===== config.mk =====
export PLATFORM = sky130hd
export DESIGN_NAME = fetch_unit
export DESIGN_NICKNAME = d
export VERILOG_FILES = /design/src/rtl/fetch_unit_pkg.sv /design/src/rtl/fetch_unit_pc_next.sv /design/src/rtl/fetch_unit.sv
export SDC_FILE = /design/constraint.sdc
export NUM_CORES = 1
export LEC_CHECK = 0
export CORE_UTILIZATION = 30
export CTS_CLUSTER_DIAMETER = 50
export DETAILED_ROUTE_END_ITERATION = 10
export PLACE_DENSITY = 0.52
export SLEW_MARGIN = 20
export SYNTH_ARGS = -nofsm -noshare
export SYNTH_HDL_FRONTEND = slang
export SYNTH_SLANG_ARGS = --single-unit

===== constraint.sdc =====
create_clock -name clk_cpu -period 1.9 [get_ports clk_cpu]
set_clock_uncertainty 0.2 [all_clocks]
set_input_delay 0.475 -clock clk_cpu [delete_from_list [all_inputs] [get_ports clk_cpu]]
set_output_delay 0.475 -clock clk_cpu [all_outputs]
set_load 0.02 [all_outputs]

===== src/rtl/fetch_unit_pkg.sv =====
// Shared definitions for the 4-bit CPU fetch path: opcode constants, instruction
// field positions and the fetch FSM state encoding.
package fetch_unit_pkg;

    localparam int INSTR_W = 8;
    localparam int OP_W    = 4;
    localparam int IMM_W   = 4;
    localparam int ADDR_W  = 4;

    localparam int OP_MSB  = 7;
    localparam int OP_LSB  = 4;
    localparam int IMM_MSB = 3;
    localparam int IMM_LSB = 0;

    localparam logic [OP_W-1:0] OP_JNC = 4'b1110;
    localparam logic [OP_W-1:0] OP_JMP = 4'b1111;

    // ST_HOLD is only reachable when single-step support is compiled in.
    typedef enum logic [1:0] {
        ST_FETCH  = 2'd0,
        ST_DECODE = 2'd1,
        ST_ISSUE  = 2'd2,
        ST_HOLD   = 2'd3
    } state_t;

endpackage


===== src/rtl/fetch_unit_pc_next.sv =====
// Combinational next-PC selection: increment, unconditional jump, or jump-if-no-carry.
// Also flags branch opcodes, which are resolved in fetch and never issued.
module fetch_unit_pc_next
    import fetch_unit_pkg::*;
(
    input  logic [ADDR_W-1:0] pc,
    input  logic [OP_W-1:0]   op,
    input  logic [IMM_W-1:0]  imm,
    input  logic              carry,
    output logic [ADDR_W-1:0] next_pc,
    output logic              branch
);

    always_comb begin
        next_pc = pc + 4'd1;
        branch  = 1'b0;
        case (op)
            OP_JMP: begin
                next_pc = imm;
                branch  = 1'b1;
            end
            OP_JNC: begin
                branch = 1'b1;
                if (!carry) begin
                    next_pc = imm;
                end
            end
            default: ;
        endcase
    end

endmodule


===== src/rtl/fetch_unit.sv =====
// Fetch/decode/issue front end of the 4-bit CPU: PC, IR and the issue handshake.
// Optional single-step mode (adds `step` input and HOLD state) under FETCH_SINGLE_STEP_EN.
module fetch_unit
    import fetch_unit_pkg::*;
#(
    parameter logic [ADDR_W-1:0] RESET_PC = 4'h0
) (
    input  logic                clk_cpu,
    input  logic                reset,
`ifdef FETCH_SINGLE_STEP_EN
    input  logic                step,
`endif
    output logic [ADDR_W-1:0]   adrs,
    input  logic [INSTR_W-1:0]  rom_dat,
    input  logic                carry_in,
    output logic                iss_valid,
    input  logic                iss_ready,
    output logic [OP_W-1:0]     iss_op,
    output logic [IMM_W-1:0]    iss_imm,
    output logic [ADDR_W-1:0]   pc_out
);

    // Where the FSM goes after reset, a handshake or a resolved jump.
`ifdef FETCH_SINGLE_STEP_EN
    localparam state_t ST_RESUME = ST_HOLD;
`else
    localparam state_t ST_RESUME = ST_FETCH;
`endif

    state_t               state_reg, state_next;
    logic [ADDR_W-1:0]    pc_reg, pc_next;
    logic [INSTR_W-1:0]   ir_reg, ir_next;
    logic                 valid_reg, valid_next;
    logic [OP_W-1:0]      op_reg, op_next;
    logic [IMM_W-1:0]     imm_reg, imm_next;
    logic [ADDR_W-1:0]    pc_out_reg, pc_out_next;

    logic [ADDR_W-1:0]    sel_pc;
    logic                 is_branch;

    fetch_unit_pc_next u_pc_next (
        .pc      (pc_reg),
        .op      (ir_reg[OP_MSB:OP_LSB]),
        .imm     (ir_reg[IMM_MSB:IMM_LSB]),
        .carry   (carry_in),
        .next_pc (sel_pc),
        .branch  (is_branch)
    );

    always_comb begin
        state_next  = state_reg;
        pc_next     = pc_reg;
        ir_next     = ir_reg;
        valid_next  = valid_reg;
        op_next     = op_reg;
        imm_next    = imm_reg;
        pc_out_next = pc_out_reg;

        case (state_reg)
            ST_FETCH: begin
                ir_next     = rom_dat;
                pc_out_next = pc_reg;
                state_next  = ST_DECODE;
            end
            ST_DECODE: begin
                pc_next = sel_pc;
                if (is_branch) begin
                    state_next = ST_RESUME;
                end else begin
                    // Undefined opcodes go out unchanged; execute treats them as NOP.
                    valid_next = 1'b1;
                    op_next    = ir_reg[OP_MSB:OP_LSB];
                    imm_next   = ir_reg[IMM_MSB:IMM_LSB];
                    state_next = ST_ISSUE;
                end
            end
            ST_ISSUE: begin
                if (iss_ready) begin
                    valid_next = 1'b0;
                    state_next = ST_RESUME;
                end
            end
`ifdef FETCH_SINGLE_STEP_EN
            ST_HOLD: begin
                if (step) begin
                    state_next = ST_FETCH;
                end
            end
`endif
            default: state_next = ST_FETCH;
        endcase
    end

    always_ff @(posedge clk_cpu or negedge reset) begin
        if (!reset) begin
            state_reg  <= ST_RESUME;
            pc_reg     <= RESET_PC;
            ir_reg     <= '0;
            valid_reg  <= 1'b0;
            op_reg     <= '0;
            imm_reg    <= '0;
            pc_out_reg <= RESET_PC;
        end else begin
            state_reg  <= state_next;
            pc_reg     <= pc_next;
            ir_reg     <= ir_next;
            valid_reg  <= valid_next;
            op_reg     <= op_next;
            imm_reg    <= imm_next;
            pc_out_reg <= pc_out_next;
        end
    end

    assign adrs      = pc_reg;
    assign iss_valid = valid_reg;
    assign iss_op    = op_reg;
    assign iss_imm   = imm_reg;
    assign pc_out    = pc_out_reg;

endmodule


Run 1, cell area per tile:
6 x 6 tiles, from dark blue (low) to red (high), 0 to 100% covered.
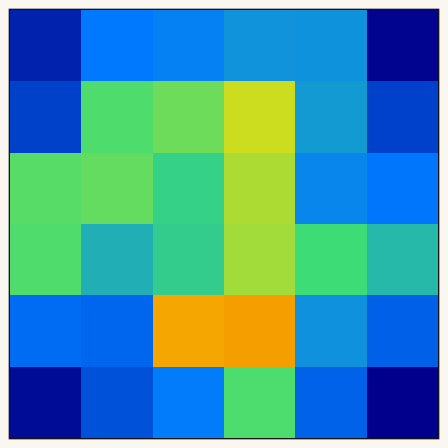
nearly empty tiles = 5.6%
emptiest ninth of the die = bottom left
mean over tiles = 36%
densest ninth of the die = bottom middle
Init Core Util: 0.326
Final Core Density: 0.435
core area: 0.00347 mm2

Run 1, gate-type map:
Scale bar: 20 um.
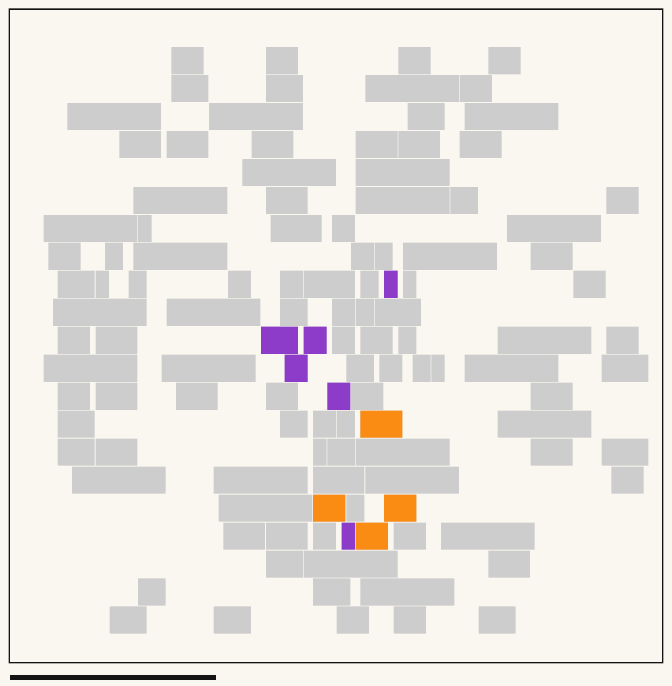
orange -> AND-OR and OR-AND gates  # cells 4, where bottom middle
purple -> NOR gates  # cells 6, where middle
combinational share of cell area: 0.283
Top cell excl fill/tap: dfrtp_1
Finished Layout Cells: 164

Run 1, routed metal, one color a layer:
Scale bar: 20 um.
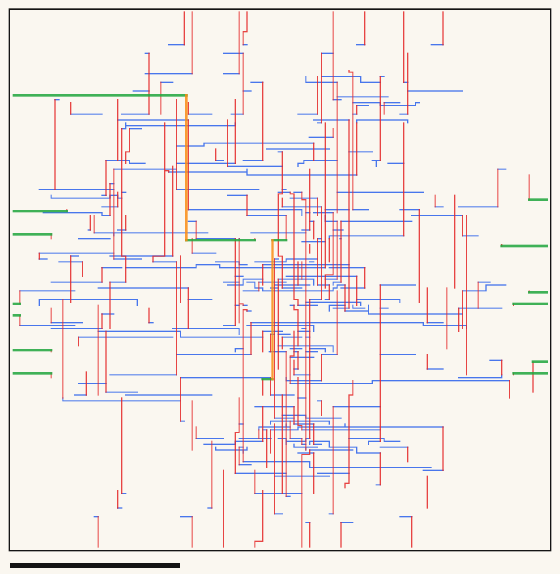
green -> met3  # wire length 70.6 um
orange -> met4  # wire length 33.3 um
blue -> met1  # wire length 1010 um
red -> met2  # wire length 991 um
final WL: 2100 um
via count: 781

==> results.yml, run 1 <==
# synthesis and place-and-route metrics
pwr:
  p_comb_frac: 0.467
  design_power_total_uw: 2580
  switching_power_uw: 998
  vdd_drop_max_mv: 0.538
place:
  dp_slack_ns: 0.0665
detailed_routing:
  drtIter0Drc: 7
  drtAntennaViolNets: 0
  viasPerCell: 4.76
synthesis:
  ys_seq_frac: 0.597
  syn_inst: 85
  yosysWarnings: 0
  yosys_cells: 85
  synth.distinct_cells: 29
  syn_avg_cell_area_um2: 13.3
  netlist_area_mm2: 0.00113
timing:
  slew_viol_final: 0
  rsz0062_at_grt: "no"
  finalCritPeriodShare: 0.913
  hold_viol_final: 0
global_routing:
  grt_pass1_vias: 823
  gr-total-overflow: 0
  grt_usage: 0.124
setup_path:
  slowest_delay_ns: 0.44
  start_kind: "flip-flop"
  crit-reg2reg-launch: "state_reg[1]"
  crit_slowest_cell: "dfrtp_1"
  required_ns: 1.22
  crit_path_start: "adrs[2]"
  worstPathCellList: "dlygate4sd2_1"
die:
  num_rows: 21
  die_area_mm2: 0.00402
  die_y_um: 63.4
status:
  status: "finished clean"
cts:
  htreeDepth: 1
  clkSlewWorstSetupHoldPaths_ns: 0.09
  cts_hold_buf: 0
  clk_latency_ns: 0.27
  cts_tree: "built"
  numCtsBuffers: 3
worst_hold_path:
  hold_class: "flip-flop to flip-flop"
job:
  warnings: 26
final_layout:
  comb_area_um2: 428
  nNetsFinal: 132
run 1: final timing paths:
check | cells past startpoint | endpoint | slack (ns)
max | 1 | adrs[2] | 0.17
min | 1 | pc_out[0] | 0.29
max reg2reg | 3 | ir_reg[4] | 0.33
min reg2reg | 1 | pc_out[0] | 0.29
max in group asynchronous | 2 | pc_out[0] | 0.88
min in group asynchronous | 2 | ir_reg[4] | 0.37
run 1: power by group through the flow:
stage | Combinational (uW) | Clock [uW] | Sequential (uW)
global placement | 1310 | 0 | 1070
detailed placement | 1330 | 0 | 1080
floorplan | 624 | 0 | 1240
finish | 1200 | 321 | 1050
CTS | 1220 | 336 | 1060
global route | 1340 | 359 | 1100
run 1: logic make-up after synthesis:
family                   count (synthesis)  synth area share
flip-flops                              27             0.597
AND/OR/NAND/NOR                         20             0.104
multiplexers                            17             0.169
AND-OR/OR-AND                           15            0.0940
buffers and inverters                    5            0.0243
adder cells (fa/ha/maj)                  1            0.0111
run 1: Yosys cell counts (all sizes together):
| library cell | count | area (um2) |
|---|---|---|
| a2111o | 1 | 11.3 |
| a21oi | 1 | 5.00 |
| a31oi | 2 | 12.5 |
| a32oi | 1 | 8.76 |
| and2b | 1 | 7.51 |
| and3 | 1 | 6.26 |
| and3b | 1 | 8.76 |
| buf | 3 | 20.0 |
| dfrtp | 27 | 676 |
| ha | 1 | 12.5 |
| inv | 2 | 7.51 |
| mux2 | 17 | 191 |
| nand2 | 3 | 13.8 |
| nand2b | 3 | 18.8 |
| nand3 | 4 | 20.0 |
| nand4 | 1 | 6.26 |
| nor2 | 3 | 13.8 |
| nor2b | 2 | 12.5 |
| nor4bb | 1 | 10.0 |
| o211ai | 1 | 7.51 |
| o21ai | 4 | 20.0 |
| o22a | 3 | 26.3 |
| o22ai | 1 | 6.26 |
| o311ai | 1 | 8.76 |
run 1: per-stage QoR:
step,utilization,cell area [um2],cells,hold WS (ns)
6_report,0.435,1510,164,0.288
5_1_grt,0.435,1510,164,0.314
3_3_place_gp,0.426,1480,160,0.267
3_5_place_dp,0.426,1480,160,0.279
4_1_cts,0.434,1510,164,0.296
2_1_floorplan,-,1130,85,-0.0206
run 1: metal layers:
metal / share of wire / GRT usage / vias to the layer above
li1: - / - / 375
met1: 0.48 / 0.159 / 387
met2: 0.47 / 0.201 / 15
met3: 0.033 / 0.0272 / 4
met4: 0.016 / 0.0511 / 0
met5: 0 / 0 / -
run 1: area by class of cell:
| type | instances | area share |
|---|---|---|
| tap | 46 | 0.0381 |
| clock buffer | 4 | 0.0298 |
| sequential | 27 | 0.447 |
| inverter | 2 | 0.00497 |
| multi-input combinational | 53 | 0.283 |
| timing repair buffer | 32 | 0.196 |
==> run 1 -> run 2 <==
- SYNTH_HIERARCHICAL: unset -> 1
Run 2, gate-type map:
Scale bar: 20 um.
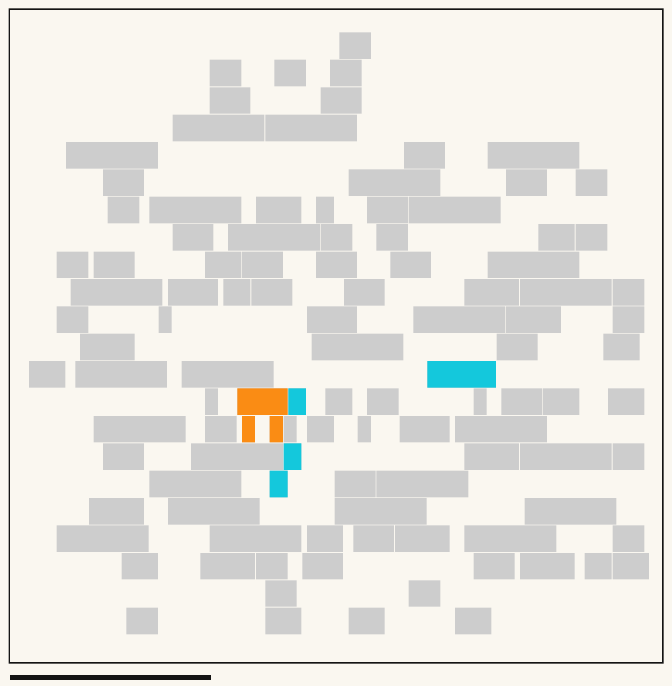
cyan -> inverting AOI/OAI gates  # cells 4
orange -> NOR gates  # cells 3
combinational share of cell area: 0.299
Finished Layout Cells: 157

==> run 2 against run 1 <==
  * Fmax down 3.1%
  * Sequential share of layout area down 1.1 points
  * Area after synthesis up 4.4%
  * Synthesized cell count down 12%
  * Utilization down 1.9 points
==> results.yml, run 2 <==
# synthesis and place-and-route metrics
final_layout:
  layout_top_cell: "dfrtp_1"
  comb_area_um2: 463
  nNetsFinal: 123
synthesis:
  netlist_area_mm2: 0.00118
  yosysWarnings: 6
  top_area_cell: "dfrtp_1"
  syn_avg_cell_area_um2: 15.7
  top_area_frac: 0.572
detailed_routing:
  drtIter0Drc: 18
pwr:
  switching_power_uw: 1030
  design_power_total_uw: 2910
cts:
  clk_latency_ns: 0.27
  clkSlewWorstSetupHoldPaths_ns: 0.09
  cts_hold_buf: 0
timing:
  slew_viol_final: 0
place:
  dpl_cell_area_mm2: 0.00152
global_routing:
  grt_usage: 0.117
  gr-total-overflow: 0
status:
  status: "finished clean"
setup_path:
  worstPathCellList: "clkdlybuf4s50_1, a21boi_4, mux2_2, mux2_2"
## run 2: cell families (layout without fill, tap and decap cells)
kind of cell	count (synthesis)	in the layout	synth area share
mux	28	28	0.291
flops	27	27	0.572
simple gates	6	6	0.0392
buf+inv	6	40	0.0360
compound gates	5	5	0.0360
xor+xnor	2	2	0.0148
fa+ha+maj	1	1	0.0106
## run 2: through the flow
step	cells	setup TNS, ns	util	hold slack [ns]	setup slack, ns
after floorplan	75	0	-	-0.0206	0.234
after detailed placement	153	-0.583	0.410	0.291	-0.186
after global routing	157	0	0.416	0.338	0.0746
after CTS	157	0	0.416	0.312	0.105
final	157	0	0.416	0.306	0.110
after global placement	153	-0.589	0.410	0.294	-0.183
## run 2: final timing paths
path                                  end  depth (start not counted)  slack [ns]
worst min-delay path            pc_out[3]                          1        0.31
min in group asynchronous       ir_reg[5]                          2        0.37
worst max-delay path              adrs[1]                          4        0.11
max in group asynchronous         adrs[1]                          2        0.86
worst max register to register    adrs[1]                          4        0.18
worst min register to register  pc_out[3]                          1        0.31
## run 2: power groups by stage
stage               clock (uW)  combinational, uW  sequential [uW]
global route               360               1610             1150
floorplan                    0                902             1310
detailed placement           0               1640             1130
global placement             0               1620             1110
CTS                        337               1520             1110
finish                     318               1490             1100
## run 2: final cells by class
class / instances / area share
Sequential cell: 27 / 0.437
Multi-Input combinational cell: 42 / 0.299
Timing Repair Buffer: 32 / 0.187
Tap cell: 48 / 0.0388
Clock buffer: 4 / 0.0291
Inverter: 4 / 0.00970
## run 2: per-layer routing
metal	global-route usage	part of all wire	vias to the layer above
met5	0	0	-
met4	0.0333	0.0057	0
met3	0.0405	0.055	2
met2	0.185	0.46	22
met1	0.149	0.48	353
li1	-	-	330
## run 2: timing repair
action	4_1_cts	5_1_grt
endpoints found under the setup margin	17	0
buffers inserted	0	0
resized	17	0
==> run 2 -> run 3 <==
- CORE_MARGIN: unset -> 2
- SYNTH_HIERARCHICAL: 1 -> unset
Run 3, gate-type map:
Scale bar: 20 um.
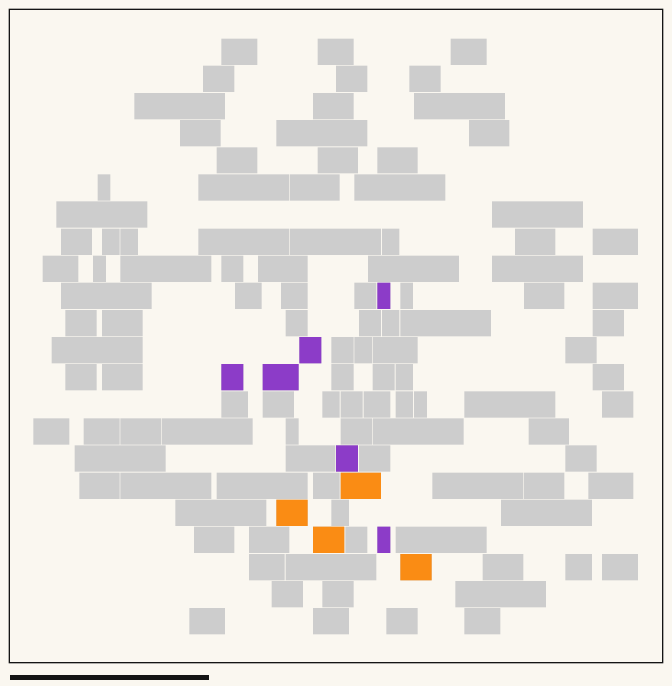
purple -> NOR gates  # cells 6, where middle
orange -> AND-OR and OR-AND gates  # cells 4, where bottom middle
combinational share of cell area: 0.282
Finished Layout Cells: 166

==> run 3 against run 2 <==
  * Synthesized cell count increased by 13%
  * Register-to-register slack improved by 0.19 ns
  * Sequential share of layout area grew 0.90 points
  * Critical path depth shrank 3
  * Utilization is 0.086 points higher
  * Count of clock-buffer cells in the layout did not move
  * Sequential cell count stayed put
  * Fmax is 3.7% higher
  * Setup slack improved by 0.064 ns
  * Largest cell class unchanged
  * Highest routed layer is now met3
==> results.yml, run 3 <==
# synthesis and place-and-route metrics
status:
  status: "finished clean"
global_routing:
  grt_usage: 0.116
  gr-total-overflow: 0
cts:
  clkSlewWorstSetupHoldPaths_ns: 0.09
  cts_hold_buf: 0
  clk_latency_ns: 0.26
synthesis:
  adder_share: 0.0111
  top_area_cell: "dfrtp_1"
  syn_avg_cell_area_um2: 13.3
  aoi_share: 0.0940
  ys_sh_xor: 0
  ys_top_logic_family: "multiplexers"
  mux_share: 0.169
  top_area_frac: 0.597
setup_path:
  r2r_slack_ns: 0.37
  r2r_cells: 3
  cp.depth: 1
  worstPathCellList: "dlygate4sd2_1"
timing:
  slew_viol_final: 0
  setup_slack_ns: 0.174
detailed_routing:
  drtIter0Drc: 35
worst_hold_path:
  holdPathStages: 1
final_layout:
  nNetsFinal: 132
  layout_top_cell: "dfrtp_1"
run 3: cells by family (layout without fill, tap and decap cells):
family / count (synthesis) / after routing
DFF: 27 / 27
and+or+nand+nor: 20 / 20
muxes: 17 / 17
AOI/OAI and AO/OA: 15 / 15
buffers and inverters: 5 / 38
adders and majority gates: 1 / 1
run 3: worst max path at each step:
stage	slack (ns)	to	startpoint
after floorplan	0.49	pc_out[0]	state_reg[1]
after global placement	0.10	adrs[3]	carry_in
after detailed placement	0.03	adrs[0]	carry_in
after CTS	0.002	pc_out[1]	pc_out[1]
after global routing	0.10	adrs[2]	adrs[2]
final	0.17	adrs[2]	adrs[2]
run 3: metrics by stage:
step	util	cell area [um2]	hold WS [ns]	std cells	total power (uW)
after floorplan	-	1130	-0.0206	85	1870
after CTS	0.415	1510	0.297	166	2640
final	0.417	1520	0.285	166	2600
after global placement	0.408	1480	0.267	162	2380
after detailed placement	0.408	1480	0.279	162	2420
after global routing	0.417	1520	0.306	166	2820
run 3: area by class of cell:
class / count / area, um2 / area share
flip-flops and latches: 27 / 676 / 0.446
well taps: 48 / 60.1 / 0.0396
multi-input cells: 53 / 428 / 0.282
clock buffers: 4 / 45.0 / 0.0297
inverters: 2 / 7.51 / 0.00495
repair buffers: 32 / 300 / 0.198
run 3: per-layer routing:
metal | GRT usage | routed length [um] | vias to the layer above
met5 | 0 | 0 | -
met4 | 0.0391 | 0 | 0
met3 | 0.0154 | 98 | 0
met2 | 0.195 | 1060 | 22
met1 | 0.154 | 1010 | 401
li1 | - | - | 378
run 3: power by group through the flow:
stage	logic, uW	clock network (uW)	registers, uW
finish	1210	318	1070
global route	1320	361	1130
CTS	1240	333	1080
detailed placement	1330	0	1090
global placement	1300	0	1080
floorplan	624	0	1240
run 3: repair_timing:
item	in CTS	in global routing
setup buffers	0	0
endpoints found under the setup margin	14	3
gates resized	14	3

==> notes/layouts.md <==
Pictures saved along the way, in no particular order.

Routed clock nets over the placement.
panel A
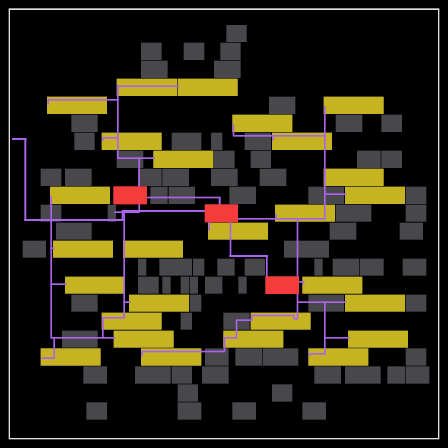
panel B
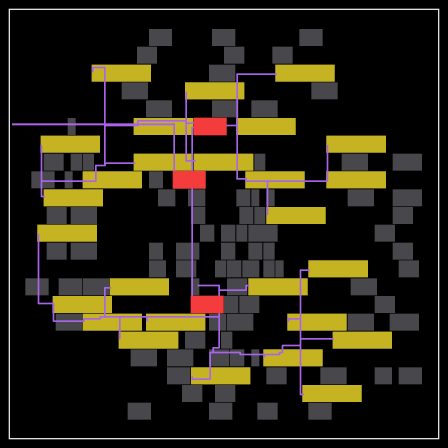
panel C
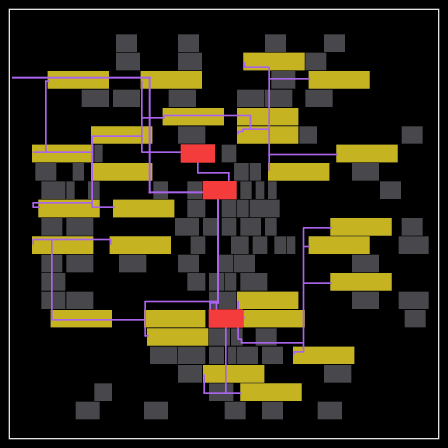
Panel A comes from run 2.
Panel C comes from run 1.
Panel B comes from run 3.

Key to panel C:
purple -> clock wires  # length 335 um
yellow -> flip-flops  # count 27
red -> cells driving clock nets  # count 3
flops lie = all over the die

Power is estimated from default activity; no workload was simulated.
